Cell area per tile:
The die is cut into 8 by 9 equal tiles; black is low, pale yellow is high, 0 to 100% covered.
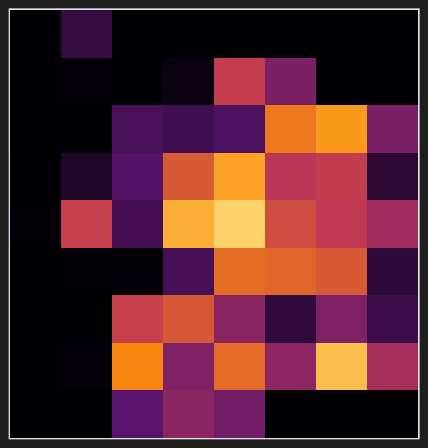
Port wiring:
Scale bar: 10 µm.
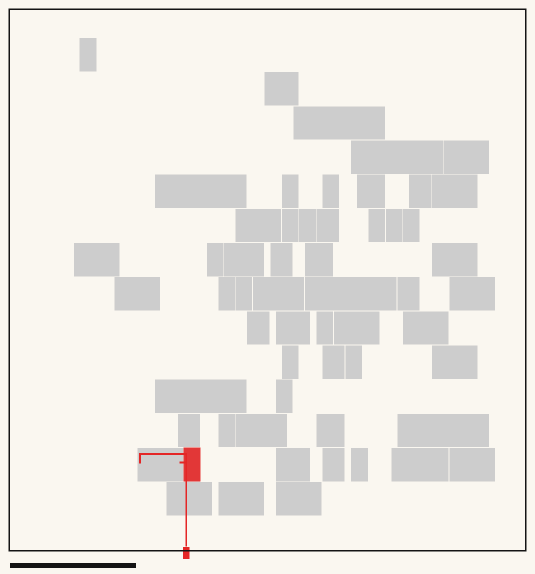
Routing congestion map:
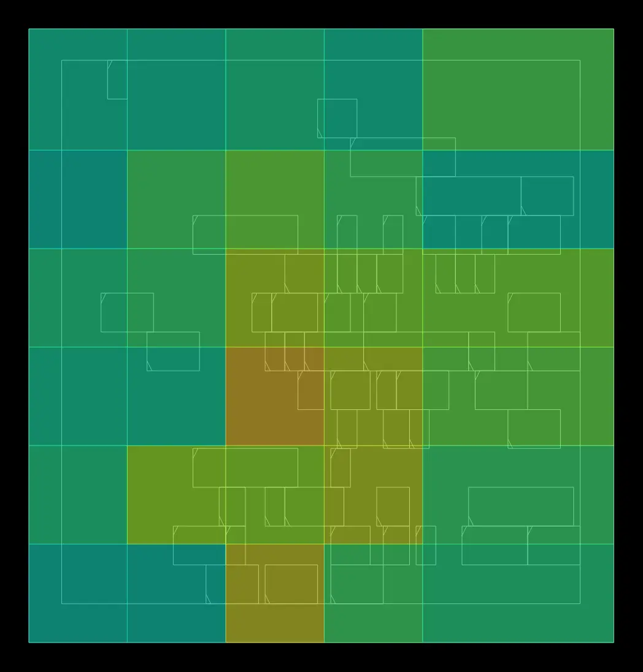
Sizing map:
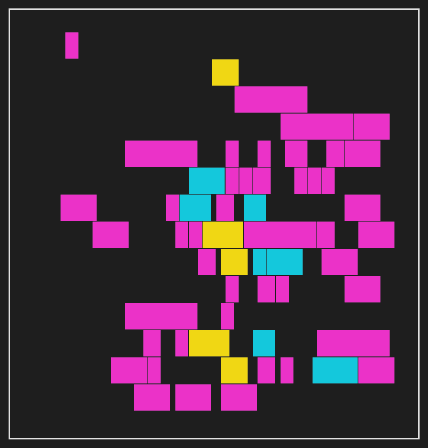
Cell classes on the final placement:
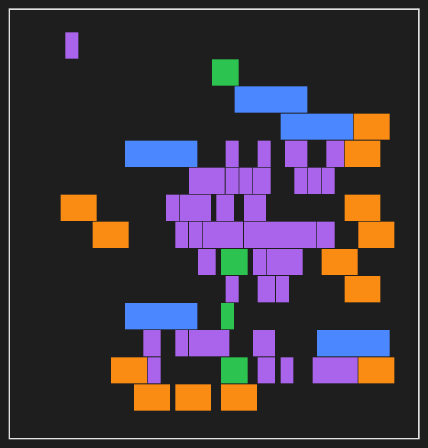
<file path="config.mk">
export PLATFORM = sky130hd
export DESIGN_NAME = dec_sel_sequencer
export DESIGN_NICKNAME = d
export VERILOG_FILES = /design/src/rtl/dec_sel_sequencer.sv
export SDC_FILE = /design/constraint.sdc
export NUM_CORES = 1
export LEC_CHECK = 0
export ABC_AREA = 1
export CAP_MARGIN = 20
export CORE_AREA = 2 2 39 41
export CTS_CLUSTER_SIZE = 14
export DETAILED_ROUTE_END_ITERATION = 10
export DIE_AREA = 0 0 41 43
export PLACE_DENSITY = 0.55
export REMOVE_ABC_BUFFERS = 1
export SYNTH_ARGS = -nofsm -noshare
export SYNTH_HDL_FRONTEND = slang
export SYNTH_SLANG_ARGS = --single-unit
</file>
<file path="constraint.sdc">
create_clock -name clk -period 2.6 [get_ports clk]
set_input_delay 0.52 -clock clk [delete_from_list [all_inputs] [get_ports clk]]
set_output_delay 0.52 -clock clk [all_outputs]
set_load 0.01 [all_outputs]
</file>
<file path="src/rtl/dec_sel_sequencer.sv">
// dec_sel_sequencer: registered 3-bit select/enable generator for the
// downstream 3-to-8 decoder. Steps a code up or down every DIV clocks,
// either continuously or (ONESHOT=1) for one full 8-code sweep, and
// supports a synchronous parallel load.
//
// Build option: define SEQ_GRAY_OUT_EN to drive `w` as a reflected Gray
// code of the internal binary counter. Without it, `w` is plain binary.
// Stepping, wrap detection and load_val always work on the binary code.

module dec_sel_sequencer #(
    parameter int DIV     = 1,
    parameter bit ONESHOT = 1'b0
) (
    input  logic       clk,
    input  logic       rst,
    input  logic       start,
    input  logic       stop,
    input  logic       dir,
    input  logic       load,
    input  logic [2:0] load_val,
    output logic [2:0] w,
    output logic       en,
    output logic       wrap,
    output logic       done
);

    // Prescaler width; a DIV of 1 still gets a one-bit register so the
    // comparison below stays well formed.
    localparam int             PW      = (DIV > 1) ? $clog2(DIV) : 1;
    localparam logic [PW-1:0]  PRE_MAX = PW'(DIV - 1);

    localparam logic [0:0] IDLE = 1'b0;
    localparam logic [0:0] RUN  = 1'b1;

    logic [0:0]    state;
    logic [0:0]    state_nx;
    logic [2:0]    bin;
    logic [2:0]    bin_nx;
    logic [PW-1:0] pre;
    logic [PW-1:0] pre_nx;
    logic [2:0]    nstep;
    logic [2:0]    nstep_nx;
    logic          wrap_nx;
    logic          done_nx;
    logic          step;
    logic [2:0]    w_nx;

    // Next-state logic: FSM transitions, prescaler, stepping, then load,
    // which overrides any step that falls on the same edge.
    always_comb begin
        state_nx = state;
        bin_nx   = bin;
        pre_nx   = pre;
        nstep_nx = nstep;
        wrap_nx  = 1'b0;
        done_nx  = 1'b0;
        step     = 1'b0;

        case (state)
            IDLE: begin
                if (start && !stop) begin
                    state_nx = RUN;
                    pre_nx   = '0;
                    nstep_nx = '0;
                end
            end
            RUN: begin
                if (stop) begin
                    state_nx = IDLE;
                end else if (pre == PRE_MAX) begin
                    step   = 1'b1;
                    pre_nx = '0;
                end else begin
                    pre_nx = pre + 1'b1;
                end
            end
            default: begin
                state_nx = IDLE;
            end
        endcase

        if (load) begin
            bin_nx = load_val;
            pre_nx = '0;
        end else if (step) begin
            bin_nx  = dir ? (bin + 3'd1) : (bin - 3'd1);
            wrap_nx = dir ? (bin == 3'd7) : (bin == 3'd0);
            if (ONESHOT) begin
                nstep_nx = nstep + 3'd1;
                if (nstep == 3'd7) begin
                    state_nx = IDLE;
                    done_nx  = 1'b1;
                end
            end
        end
    end

    // Output encoding of the next binary code for the decoder select.
    always_comb begin
`ifdef SEQ_GRAY_OUT_EN
        w_nx = bin_nx ^ (bin_nx >> 1);
`else
        w_nx = bin_nx;
`endif
    end

    // State and output registers; every output is a flop so the decoder
    // sees aligned, glitch-free select/enable pairs.
    always_ff @(posedge clk) begin
        if (rst) begin
            state <= IDLE;
            bin   <= '0;
            pre   <= '0;
            nstep <= '0;
            w     <= '0;
            en    <= 1'b0;
            wrap  <= 1'b0;
            done  <= 1'b0;
        end else begin
            state <= state_nx;
            bin   <= bin_nx;
            pre   <= pre_nx;
            nstep <= nstep_nx;
            w     <= w_nx;
            en    <= (state_nx == RUN);
            wrap  <= wrap_nx;
            done  <= done_nx;
        end
    end

endmodule

</file>
==> run_results.csv <==
group,metric,value,unit
run_status,status,"complete, no violations",
timing,period_minus_slack,1.81,ns
cells_and_area,fill_cells,154,
critical_path,cp_top_family,"buffers and inverters",
critical_path,worst-path-buf-inv,1,
power,power.switching,61.7,µW
yosys,synthFlopType,"dfxtp_1",
power,power_frac_comb,0.216,
critical_path,path_depth,1,
timing,fin_crit_sh,0.695,
critical_path,end_kind,"primary output",
flow_run,warnings,25,
detailed_routing,wl_met1,318,µm
detailed_routing,drt_iter0_markers,0,
clock_network,insertion_delay,0.24,ns
yosys,syn_area_per_cell,7.66,µm²
worst_hold_path,worstHoldPathCells,2,
cells_and_area,comb_area,180,µm²
placement,place_ws,0.616,ns
clock_network,cts_tree,"built",
worst_hold_path,worstHoldEndpoint,"state$_SDFF_PP0_",
yosys,yosys_warnings,0,
global_routing,grt_max_degree,7,
global_routing,grtUsageMet3,0.0157,
power,largestPowerGroup,"clock",
timing,final.setup_skew,0.000832,ns
power,cellPowerDensity,473,nW/µm²
cells_and_area,layout-drive-gt1-share,0.211,
global_routing,grt_pass1_vias,278,
clock_network,htree_levels,1,
power,total_power,228,µW
worst_hold_path,hold_path_class,"reg -> reg",
critical_path,crit_path_max_incr_delay,0.59,ns
floorplanning,fp_util,0.227,
global_routing,grt_pass1_wl,1110,µm
yosys,top_area_cell,"dfxtp_1",
yosys,synth_cells,41,
cells_and_area,final_common_cell,"clkdlybuf4s50_1",
detailed_routing,dr_wl_met3,59,µm
yosys,ys_sh_xor,0,
yosys,ys_sh_mux,0,
floorplanning,io_pins,15,
cells_and_area,fin_cells,73,
yosys,ys_cells,41,
About 'cell area per tile':
nearly empty tiles	39%
densest ninth of the die	middle
mean over tiles	26%
fullest tile	90%
emptiest ninth of the die	top left

About 'port wiring':
colour	port	bits	direction	edge	end cells	buffers	wire
red	`start`	1	input	bottom	1	1	12.1 µm

About 'routing congestion map':
busiest layer in global routing: met2
global-route met1 utilization: 0.115
Total GRT Usage: 0.0963
met2 Usage GRT: 0.141

About 'sizing map':
colour	size	cells	share	most used
yellow	drive 3 to 4	5	8.8%	clkbuf_4
cyan	drive 2	7	12%	nand2_2
magenta	drive 1 or less	45	79%	clkdlybuf4s50_1
setup ws final: 0.794 ns
bufs w/o clock: 13
Design Area, Final: 483 µm²
P&R area growth vs syn: 53.8%

About 'cell classes on the final placement':
colour	class	cells	share of their area
green	clock drivers and dummy loads	4	5.7%
purple	all other logic	35	45%
blue	flip-flops	5	22%
orange	other buffers and delay cells	13	28%
Seq area share: 0.207
Util after Layout: 0.349
total core area: 1380 µm²
Std-Cell Rows: 14

Power and IR drop assume default switching activity.
